[src/rtl/uart_line_rx.sv]
// Polls the UART RX data register over a stb/we/adr/dat/ack bus and assembles lines for the CPU.
// Optional feature: define UART_LINE_ECHO_EN to write every received byte back to the UART TX register.
module uart_line_rx #(
    parameter int DEPTH         = 64,
    parameter int POLL_INTERVAL = 16
) (
    input  logic        sys_clk,
    input  logic        sys_rst,
    output logic        m_stb_o,
    output logic        m_we_o,
    output logic [31:0] m_adr_o,
    output logic [31:0] m_dat_o,
    input  logic [31:0] m_dat_i,
    input  logic        m_ack_i,
    output logic        line_ready,
    output logic [7:0]  line_len,
    output logic        line_trunc,
    input  logic        line_ack,
    input  logic [7:0]  rd_addr,
    output logic [7:0]  rd_data
);
    localparam int AW = (DEPTH > 1) ? $clog2(DEPTH) : 1;
    localparam int CW = (POLL_INTERVAL > 1) ? $clog2(POLL_INTERVAL) : 1;
    localparam logic [7:0]    DEPTH_B   = 8'(DEPTH);
    localparam logic [CW-1:0] POLL_LAST = CW'(POLL_INTERVAL - 1);

    typedef enum logic [2:0] {
        IDLE,
        RD_REQ,
        RD_DATA,
`ifdef UART_LINE_ECHO_EN
        ECHO,
`endif
        HOLD
    } state_t;

    state_t        state_q, state_d;
    logic [CW-1:0] cnt_q, cnt_d;
    logic [7:0]    len_q, len_d;
    logic          trunc_q, trunc_d;
    logic [7:0]    rd_data_q;
    logic          buf_we;
    logic          line_done;
    logic [7:0]    rx_byte;
    logic          unused_bits;

    // Sized to a power of two so every index slice is exact; aliased reads are stale data.
    logic [7:0] buf_mem [0:(1 << AW) - 1];

`ifdef UART_LINE_ECHO_EN
    logic [7:0] echo_byte_q, echo_byte_d;
    logic       echo_hold_q, echo_hold_d;
`endif

    assign rx_byte     = m_dat_i[7:0];
    assign unused_bits = ^{m_dat_i[31:9], rd_addr, len_q};

    always_comb begin
        state_d   = state_q;
        cnt_d     = cnt_q;
        len_d     = len_q;
        trunc_d   = trunc_q;
        buf_we    = 1'b0;
        line_done = 1'b0;
`ifdef UART_LINE_ECHO_EN
        echo_byte_d = echo_byte_q;
        echo_hold_d = echo_hold_q;
`endif
        case (state_q)
            IDLE: begin
                if (cnt_q == POLL_LAST) begin
                    cnt_d   = '0;
                    state_d = RD_REQ;
                end else begin
                    cnt_d = cnt_q + 1'b1;
                end
            end
            RD_REQ: begin
                if (m_ack_i) begin
                    state_d = RD_DATA;
                end
            end
            RD_DATA: begin
                if (!m_dat_i[8]) begin
                    state_d = IDLE;
                end else begin
                    if (rx_byte == 8'h0D || rx_byte == 8'h0A) begin
                        // An empty-line terminator is swallowed so CRLF yields one line.
                        if (len_q != 8'd0) begin
                            line_done = 1'b1;
                            trunc_d   = 1'b0;
                        end
                    end else if (rx_byte == 8'h08) begin
                        if (len_q != 8'd0) begin
                            len_d = len_q - 8'd1;
                        end
                    end else begin
                        buf_we = 1'b1;
                        len_d  = len_q + 8'd1;
                        if (len_q + 8'd1 == DEPTH_B) begin
                            line_done = 1'b1;
                            trunc_d   = 1'b1;
                        end
                    end
`ifdef UART_LINE_ECHO_EN
                    echo_byte_d = rx_byte;
                    echo_hold_d = line_done;
                    state_d     = ECHO;
`else
                    state_d = line_done ? HOLD : IDLE;
`endif
                end
            end
`ifdef UART_LINE_ECHO_EN
            ECHO: begin
                if (m_ack_i) begin
                    state_d = echo_hold_q ? HOLD : IDLE;
                end
            end
`endif
            HOLD: begin
                if (line_ack) begin
                    len_d   = 8'd0;
                    trunc_d = 1'b0;
                    state_d = IDLE;
                end
            end
            default: state_d = IDLE;
        endcase
    end

    always_ff @(posedge sys_clk or posedge sys_rst) begin
        if (sys_rst) begin
            state_q <= IDLE;
            cnt_q   <= '0;
            len_q   <= 8'd0;
            trunc_q <= 1'b0;
`ifdef UART_LINE_ECHO_EN
            echo_byte_q <= 8'd0;
            echo_hold_q <= 1'b0;
`endif
        end else begin
            state_q <= state_d;
            cnt_q   <= cnt_d;
            len_q   <= len_d;
            trunc_q <= trunc_d;
`ifdef UART_LINE_ECHO_EN
            echo_byte_q <= echo_byte_d;
            echo_hold_q <= echo_hold_d;
`endif
        end
    end

    always_ff @(posedge sys_clk) begin
        if (buf_we) begin
            buf_mem[len_q[AW-1:0]] <= rx_byte;
        end
    end

    always_ff @(posedge sys_clk or posedge sys_rst) begin
        if (sys_rst) begin
            rd_data_q <= 8'd0;
        end else begin
            rd_data_q <= buf_mem[rd_addr[AW-1:0]];
        end
    end

    // Bus outputs decode straight from the state so reset drops the strobe without waiting for a clock.
`ifdef UART_LINE_ECHO_EN
    assign m_stb_o = (state_q == RD_REQ) || (state_q == ECHO);
    assign m_we_o  = (state_q == ECHO);
    assign m_dat_o = (state_q == ECHO) ? {24'h0, echo_byte_q} : 32'h0;
`else
    assign m_stb_o = (state_q == RD_REQ);
    assign m_we_o  = 1'b0;
    assign m_dat_o = 32'h0;
`endif
    assign m_adr_o    = 32'h0;
    assign line_ready = (state_q == HOLD);
    assign line_len   = len_q;
    assign line_trunc = trunc_q;
    assign rd_data    = rd_data_q;
endmodule

[config.mk]
export PLATFORM = sky130hd
export DESIGN_NAME = uart_line_rx
export DESIGN_NICKNAME = d
export VERILOG_FILES = /design/src/rtl/uart_line_rx.sv
export SDC_FILE = /design/constraint.sdc
export NUM_CORES = 1
export LEC_CHECK = 0
export CAP_MARGIN = 30
export CELL_PAD_IN_SITES_DETAIL_PLACEMENT = 1
export CELL_PAD_IN_SITES_GLOBAL_PLACEMENT = 2
export CORE_ASPECT_RATIO = 0.7
export CORE_MARGIN = 2
export CORE_UTILIZATION = 41
export CTS_CLUSTER_DIAMETER = 80
export CTS_CLUSTER_SIZE = 30
export DETAILED_ROUTE_END_ITERATION = 12
export GPL_TIMING_DRIVEN = 1
export PLACE_DENSITY_LB_ADDON = 0.1
export RECOVER_POWER = 50
export SETUP_SLACK_MARGIN = 0.3
export SYNTH_ARGS = -nofsm -noshare
export SYNTH_HDL_FRONTEND = slang
export SYNTH_SLANG_ARGS = --single-unit
[constraint.sdc]
create_clock -name sys_clk -period 2.27 [get_ports sys_clk]
set_clock_uncertainty 0.15 [all_clocks]
set_input_delay 0.3405 -clock sys_clk [delete_from_list [all_inputs] [get_ports sys_clk]]
set_output_delay 0.3405 -clock sys_clk [all_outputs]
set_load 0.02 [all_outputs]
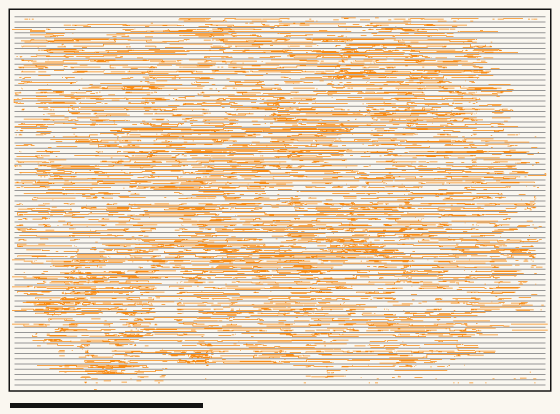
*Metal 1, run 1*
Scale bar: 100 um. Supply wires on this layer in gray.
- wire length on this layer: 28.1 mm
- share of all routed wire: 49%
- main direction: horizontal
M1 GR Usage: 32.6%
drt total wl: 57600 um
Via Count: 11500

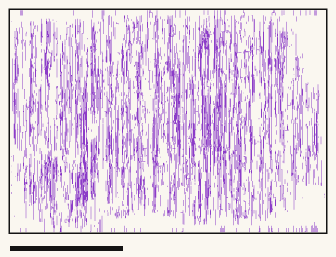
*M2 wires, run 1*
Scale bar: 100 um.
- longest straight run: 115 um
- share of all routed wire: 46%
- wire length on this layer: 26.3 mm
- main direction: vertical
met2 Use GR: 32.3%

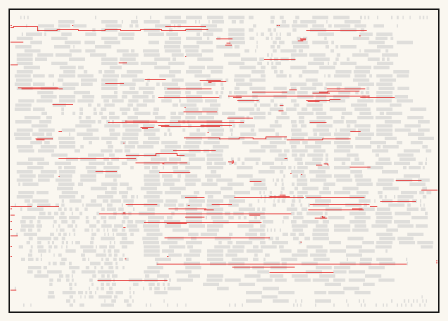
*Signal wires on met3, run 1*
Cells faint in the background.
- longest straight run: 163 um
- nets with wire on the layer: 85

==> results.sh, run 1 <==
# implementation run metrics
export IMPL_status="finished with violations"
export IMPL_violations="max-capacitance violations, max-slew violations"
export IMPL_p_clk_share_pct=28.3
export IMPL_globalRouteTotalUtil_pct=21.1
export IMPL_place_ws_ns=-0.549
export IMPL_path_cells="or3_4, or4_4, o221ai_4, buf_12, a2111oi_4, a211o_1"
export IMPL_vdd_drop_max_v=0.000633
export IMPL_syn_area_um2=21700
export IMPL_antenna_found_initial=3
export IMPL_cts_sink_count=535
export IMPL_top_layer_used="met4"
export IMPL_io_buffers=37
export IMPL_netSwitchingFraction_pct=25.2
export IMPL_fp_dieW_um=279
export IMPL_drt_first_pass_iters=5
export IMPL_hp_start="m_dat_i[2]"
export IMPL_whs_endpoint="buf_mem[7][2]"
export IMPL_final_hold_violation_count=0
export IMPL_cts_buffer_depth=3
export IMPL_end_kind="flip-flop"
export IMPL_xor_share_pct=0.201
export IMPL_power_density_nw_per_um2=708
export IMPL_die_y_um=197
export IMPL_area_delta_synth_final_pct=22.6
export IMPL_drtIter0Drc=882
export IMPL_slowest_stage="or4_4"
export IMPL_yosys_cell_types_count=53
export IMPL_warning_count=55
export IMPL_syn_area_per_cell_um2=18.6
export IMPL_seq_power_share_pct=58.3
export IMPL_crit_cells=6
export IMPL_r2r_start="line_len[3]"
export IMPL_dieArea_um2=54900
export IMPL_p_leak_uw=0.00856
export IMPL_cts_resized_gates=125
export IMPL_common_cells="edfxtp_1 (512), mux4_2 (120), nor2_1 (93)"
export IMPL_synthArstFlopShare_pct=4.30
export IMPL_p_comb_uw=2530
export IMPL_fmax_ghz=0.465
export IMPL_dp_hpwl_um=38300
export IMPL_post_route_drc_count=0
export IMPL_layout_top_cell="edfxtp_1"
export IMPL_grt_first_pass_wirelength_um=83400
export IMPL_crit_end="line_len[7]"
export IMPL_rr_worst_depth=6
export IMPL_clk_pin_slew_ns=0.11
export IMPL_routed_via_density=5.47
export IMPL_arrival_ns=2.47
export IMPL_drt_met1_wl_um=28100
export IMPL_mostFrequentLayoutCells="edfxtp_1 (512), mux4_2 (120), buf_4 (110)"
export IMPL_finalPower_uw=18900
export IMPL_synthAoiAreaFrac_pct=3.40
export IMPL_synthTopLogicFamily="multiplexers"
export IMPL_tightest_slew_ns=1.59
export IMPL_rows=70
export IMPL_ys_flops=535
export IMPL_maxCapViolCount=2
export IMPL_grt_overflow=0
export IMPL_grt_util_met3_pct=3.34
export IMPL_nets=1445
export IMPL_drive_gt1_share_pct=37.3
export IMPL_critical_path_class="flip-flop to flip-flop"
export IMPL_cts_made_buffers=24
export IMPL_place_area_um2=24600
export IMPL_powerClk_uw=5350
export IMPL_crit_start="line_len[3]"
export IMPL_place_gp_congestion=0.808
export IMPL_yosys_cells=1169
export IMPL_hold_path_depth=2
export IMPL_critPathBufInv=1
export IMPL_required_ns=2.59
export IMPL_cts_tree="yes"
export IMPL_min_path_type="input port to flip-flop"
export IMPL_post_cts_buffers=37
export IMPL_setup_violations=0
export IMPL_stdcell_area_um2=26700
export IMPL_floorplan_core_util_pct=41.6
export IMPL_ant_nets=0
export IMPL_clock_root_buffer="clkbuf_16"
export IMPL_p_int_uw=14100
export IMPL_clkLatencyLatePin_ns=0.58
export IMPL_met2WireLength_um=26300
export IMPL_fin_ws_ns=0.122
export IMPL_report_final_slew_viol_count=130
export IMPL_r2r_slack_ns=0.12
export IMPL_wl_met3_um=2300
export IMPL_syn_inst=1169
export IMPL_power_frac_comb_pct=13.4
export IMPL_cp_slowest_stage_delay_ns=0.48
export IMPL_htree_levels=1
export IMPL_critical_path_top_delay_family="simple AND/OR/NAND/NOR gates"
export IMPL_edf_count=512
export IMPL_pg_seq_uw=11000
export IMPL_top_cell_area_share_pct=70.7
export IMPL_top_area_cell="edfxtp_1"
export IMPL_postCtsHoldBufs=3
export IMPL_io_pins=128
export IMPL_dpl_cell_count=2002
export IMPL_p_switching_uw=4770
export IMPL_topCellsByArea="edfxtp_1 (71%), mux4_2 (12%), dfrtp_1 (2.6%)"
export IMPL_r2r_end="line_len[7]"
export IMPL_path_max_fanout=7
export IMPL_maxPowerGroup="registers"
export IMPL_synthSimpleGateAreaFrac_pct=5.14
export IMPL_first_global_vias=11800
export IMPL_fin_cells=2101
export IMPL_rsz0062_at_grt="yes"
export IMPL_grt_most_used_layer="met1"
export IMPL_routedWlPerCell_um=27.4
export IMPL_finalCritPeriodShare_pct=94.6
export IMPL_yosysWarningCount=0
export IMPL_yosys_most_used_dff="edfxtp_1"
export IMPL_min_period_ns=2.15
export IMPL_core_area_um2=52300
==> run 1: cell families after synthesis <==
| kind of cell | Yosys count |
|---|---|
| XOR/XNOR | 5 |
| AND-OR/OR-AND | 103 |
| flip-flops | 535 |
| buffers and inverters | 132 |
| adder cells (fa/ha/maj) | 3 |
| other | 1 |
| multiplexers | 154 |
| AND/OR/NAND/NOR | 236 |
==> run 1: area by class of cell <==
type                            instances  area, um^2
Antenna cell                            1        2.50
Timing Repair Buffer                  264        2980
Clock buffer                           35         663
Fill cell                            4762       25600
Sequential cell                       535       16000
Multi-Input combinational cell        566        6050
Inverter                                7        30.0
Tap cell                              684         856
Clock inverter                          9         135
==> run 1: flip-flops by register name, indices dropped and copies added (netlist names) <==
name and count:
line_trunc 1, buf_mem 512, cnt_q 4, line_len 8, state_q 2, rd_data 8
--- run 2 (diff from run 1) ---
Settings changed: ABC_AREA set to 0, CAP_MARGIN 30 to 20.
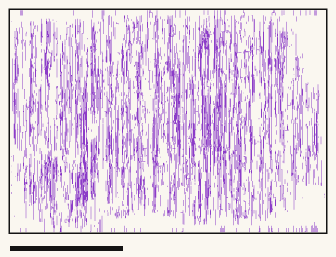
*M2 wires, run 2*
Scale bar: 100 um.

==> run 2 against run 1 <==
  * Register-to-register slack is essentially flat
  * The flow still finishes with violations (max-capacitance violations, max-slew violations)
  * First-iteration DRC count is the same
  * Wire length is the same
  * Area after synthesis is the same
  * Flip-flop count is the same
  * Global-route usage is the same
  * Setup slack is the same
  * Via count is the same
  * Sequential share of layout area is the same
==> results.sh, run 2 <==
# implementation run metrics
export IMPL_drt_first_pass_iters=5
export IMPL_cp_start_kind="flip-flop"
export IMPL_drt_total_wl_um=57600
export IMPL_wl_met3_um=2300
export IMPL_post_route_drc_count=0
export IMPL_synthSimpleGateAreaFrac_pct=5.14
export IMPL_cts_buffer_depth=3
export IMPL_met2_usage_pct=32.3
export IMPL_clkLatencyLatePin_ns=0.58
export IMPL_maxPowerGroup="registers"
export IMPL_path_cells="or3_4, or4_4, o221ai_4, buf_12, a2111oi_4, a211o_1"
export IMPL_ys_flops=535
export IMPL_place_area_um2=24600
export IMPL_ys_chip_area_um2=21700
export IMPL_fmax_ghz=0.465
export IMPL_status="finished with violations"
export IMPL_top_layer_used="met4"
export IMPL_worst_hold_slack_ns=0.247
export IMPL_syn_area_per_cell_um2=18.6
export IMPL_rows=70
export IMPL_yosys_cell_types_count=53
export IMPL_mostFrequentLayoutCells="edfxtp_1 (512), mux4_2 (120), buf_4 (110)"
export IMPL_area_delta_synth_final_pct=22.6
export IMPL_antenna_found_initial=3
export IMPL_dp_hpwl_um=38300
export IMPL_core_area_um2=52300
export IMPL_globalRouteTotalUtil_pct=21.1
export IMPL_power_frac_comb_pct=13.4
export IMPL_common_cells="edfxtp_1 (512), mux4_2 (120), nor2_1 (93)"
export IMPL_grt_first_pass_wirelength_um=83400
export IMPL_largest_reg_flops=512
export IMPL_p_clk_share_pct=28.3
export IMPL_power_density_nw_per_um2=708
export IMPL_tightest_slew_ns=1.59
export IMPL_finalPower_uw=18900
export IMPL_io_pins=128
export IMPL_slowest_stage="or4_4"
export IMPL_die_y_um=197
export IMPL_finalCritPeriodShare_pct=94.6
export IMPL_netSwitchingFraction_pct=25.2
export IMPL_synthTopLogicFamily="multiplexers"
export IMPL_seq_power_share_pct=58.3
export IMPL_max_slew_margin_pct=-5.82
export IMPL_clk_pin_slew_ns=0.11
export IMPL_met1_usage_pct=32.6
export IMPL_syn_inst=1169
export IMPL_io_buffers=37
export IMPL_top_area_cell="edfxtp_1"
export IMPL_dpl_cell_count=2002
export IMPL_drtIter0Drc=882
export IMPL_ys_sh_mux_pct=14.1
export IMPL_min_period_ns=2.15
export IMPL_htree_levels=1
export IMPL_ys_seq_share_pct=73.4
export IMPL_synthArstFlopShare_pct=4.30
export IMPL_report_final_slew_viol_count=130
export IMPL_critical_path_top_delay_family="simple AND/OR/NAND/NOR gates"
export IMPL_fp_dieW_um=279
export IMPL_arrival_ns=2.47
export IMPL_cts_resized_gates=125
export IMPL_synthAoiAreaFrac_pct=3.40
export IMPL_cts_tree="yes"
export IMPL_topCellsByArea="edfxtp_1 (71%), mux4_2 (12%), dfrtp_1 (2.6%)"
export IMPL_vdd_drop_max_v=0.000633
export IMPL_critical_path_class="flip-flop to flip-flop"
export IMPL_stdcell_area_um2=26700
export IMPL_drt_met1_wl_um=28100
export IMPL_yosysWarningCount=0
export IMPL_regArea_um2=16000
export IMPL_fin_ws_ns=0.122
export IMPL_dieArea_um2=54900
export IMPL_final_comb_area_um2=6050
export IMPL_fill_cells=4762
export IMPL_warning_count=55
export IMPL_floorplan_core_util_pct=41.6
export IMPL_yosys_most_used_dff="edfxtp_1"
export IMPL_routed_via_density=5.47
export IMPL_violations="max-capacitance violations, max-slew violations"
export IMPL_post_cts_buffers=37
export IMPL_setup_violations=0
export IMPL_cts_sink_count=535
export IMPL_place_gp_congestion=0.808
export IMPL_pg_seq_uw=11000
export IMPL_nets=1445
export IMPL_maxCapViolCount=2
export IMPL_top_cell_area_share_pct=70.7
export IMPL_postCtsHoldBufs=3
export IMPL_cp_slowest_stage_delay_ns=0.48
export IMPL_utilization_pct=51.0
export IMPL_synth_adder_area_share_pct=0.173
export IMPL_grt_most_used_layer="met1"
export IMPL_fin_cells=2101
export IMPL_end_kind="flip-flop"
export IMPL_fin_setup_tns_ns=0
export IMPL_required_ns=2.59
export IMPL_xor_share_pct=0.201
export IMPL_ant_nets=0
export IMPL_layout_top_cell="edfxtp_1"
export IMPL_p_int_uw=14100
export IMPL_p_leak_uw=0.00856
export IMPL_critPathBufInv=1
export IMPL_routedWlPerCell_um=27.4
export IMPL_yosys_cells=1169
export IMPL_powerClk_uw=5350
export IMPL_grt_overflow=0
export IMPL_num_vias=11500
export IMPL_p_comb_uw=2530
export IMPL_min_path_type="input port to flip-flop"
export IMPL_grt_max_degree=65
export IMPL_path_max_fanout=7
export IMPL_grt_util_met3_pct=3.34
export IMPL_p_switching_uw=4770
export IMPL_drive_gt1_share_pct=37.3
export IMPL_rsz0062_at_grt="yes"
export IMPL_place_ws_ns=-0.549
export IMPL_clock_root_buffer="clkbuf_16"
export IMPL_first_global_vias=11800
export IMPL_cts_made_buffers=24
export IMPL_final_hold_violation_count=0
export IMPL_post_synth_top_count_cell="edfxtp_1"
export IMPL_met2WireLength_um=26300
export IMPL_syn_area_um2=21700
export IMPL_edf_count=512
-- run 2: worst paths after layout --
check                                 start             to  cells after the start  slack, ns
worst max-delay path            line_len[3]    line_len[7]                      6       0.12
worst min-delay path             m_dat_i[2]  buf_mem[7][2]                      2       0.25
worst max register to register  line_len[3]    line_len[7]                      6       0.12
worst min register to register     cnt_q[3]       cnt_q[3]                      1       0.40
max in group asynchronous           sys_rst    line_len[4]                      4       0.62
min in group asynchronous           sys_rst       cnt_q[1]                      4       0.81
-- run 2: final cells by class --
type,instances,area share [%]
antenna,1,0.00938
clock buffer,35,2.49
clock inverter,9,0.507
inverter,7,0.113
multi-input combinational,566,22.7
sequential,535,59.8
tap,684,3.21
timing repair buffer,264,11.2
### Signal wires on met3, run 2

Cells faint in the background.
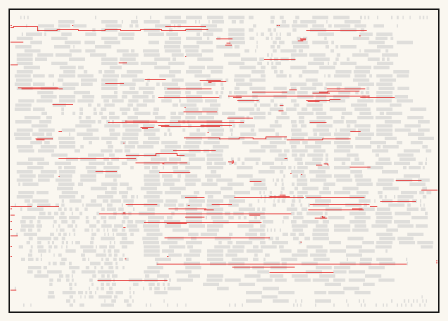

--- run 3 (diff from run 2) ---
Settings changed: CORE_UTILIZATION 41 to 40, SKIP_CTS_REPAIR_TIMING set to 1.
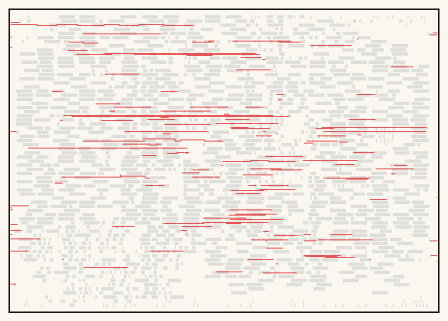
*Signal wires on met3, run 3*
Cells faint in the background.
- nets with wire on the layer: 95
- share of all routed wire: 4.8%
- longest straight run: 143 um
- main direction: horizontal
- wire length on this layer: 2870 um
drt total wl: 59200 um
Via Count: 11600
met3 Use GR: 2.88%

==> run 3 against run 2 <==
  * The flow finishes with violations (negative setup slack)
  * Fmax fell by 6.2%
  * Synthesized cell count did not move
  * Cell count rose by 2.4%
  * Final area fell by 0.15%
  * Combinational power barely moved
  * Setup slack got worse by 0.14 ns
  * Critical endpoint unchanged
  * Largest cell class unchanged
  * Critical path depth did not move
  * Worst hold slack got worse by 0.098 ns
  * First-iteration DRC count rose by 18%
  * Area after synthesis did not move
  * Die area rose by 2.5%
  * Critical path type unchanged
==> results.sh, run 3 <==
# implementation run metrics
export IMPL_cts_sink_count=535
export IMPL_synthSimpleGateAreaFrac_pct=5.14
export IMPL_post_route_drc_count=0
export IMPL_maxPowerGroup="registers"
export IMPL_die_y_um=199
export IMPL_globalRouteTotalUtil_pct=21.3
export IMPL_ant_nets=0
export IMPL_warning_count=54
export IMPL_synthAoiAreaFrac_pct=3.40
export IMPL_final_comb_area_um2=5910
export IMPL_p_clk_share_pct=29.0
export IMPL_drive_gt1_share_pct=36.6
export IMPL_ys_seq_share_pct=73.4
export IMPL_required_ns=2.60
export IMPL_maxCapViolCount=0
export IMPL_top_layer_used="met4"
export IMPL_met2_usage_pct=30.7
export IMPL_antenna_cells=0
export IMPL_fin_setup_tns_ns=-0.0198
export IMPL_synthTopLogicFamily="multiplexers"
export IMPL_synth_adder_area_share_pct=0.173
export IMPL_crit_start="line_len[4]"
export IMPL_wl_met3_um=2870
export IMPL_clock_root_buffer="clkbuf_16"
export IMPL_powerClk_uw=5520
export IMPL_clock_cell_area_share_pct=3.00
export IMPL_cp_slowest_stage_delay_ns=0.55
export IMPL_antenna_found_initial=1
export IMPL_utilization_pct=49.5
export IMPL_layout_top_cell="edfxtp_1"
export IMPL_xor_share_pct=0.201
export IMPL_power_frac_comb_pct=13.1
export IMPL_synthArstFlopShare_pct=4.30
export IMPL_htree_levels=1
export IMPL_edf_count=512
export IMPL_power_density_nw_per_um2=714
export IMPL_p_switching_uw=4910
export IMPL_status="finished with violations"
export IMPL_dp_hpwl_um=40400
export IMPL_syn_area_per_cell_um2=18.6
export IMPL_path_cells="or3_4, or4_4, o221ai_4, buf_12, a2111oi_4, a211o_1"
export IMPL_yosysWarningCount=0
export IMPL_violations="negative setup slack"
export IMPL_io_buffers=37
export IMPL_syn_inst=1169
export IMPL_critical_path_class="flip-flop to flip-flop"
export IMPL_final_hold_violation_count=0
export IMPL_dpl_cell_count=2068
export IMPL_min_period_ns=2.29
export IMPL_drt_first_pass_iters=4
export IMPL_cp_start_kind="flip-flop"
export IMPL_fin_cells=2151
export IMPL_rows=71
export IMPL_setup_violations=1
export IMPL_min_path_type="input port to flip-flop"
export IMPL_tightest_slew_ns=0.824
export IMPL_worst_hold_slack_ns=0.148
export IMPL_netSwitchingFraction_pct=25.8
export IMPL_yosys_cell_types_count=53
export IMPL_fmax_ghz=0.437
export IMPL_syn_area_um2=21700
export IMPL_comb_area_share_pct=22.2
export IMPL_topCellsByArea="edfxtp_1 (71%), mux4_2 (12%), dfrtp_1 (2.6%)"
export IMPL_ys_chip_area_um2=21700
export IMPL_path_max_fanout=6
export IMPL_fin_ws_ns=-0.0198
-- run 3: how the worst min path moves through the flow --
stage / cells past startpoint / slack (ns) / from / to
final: 2 / 0.15 / m_dat_i[3] / buf_mem[1][3]
after CTS: 1 / -0.05 / m_dat_i[0] / buf_mem[43][0]
after global routing: 2 / 0.13 / m_dat_i[3] / buf_mem[1][3]
after global placement: 1 / 0.36 / cnt_q[3] / cnt_q[3]
after floorplan: 1 / 0.19 / sys_rst / cnt_q[0]
after detailed placement: 1 / 0.37 / cnt_q[3] / cnt_q[3]
Power is estimated from default activity; no workload was simulated.
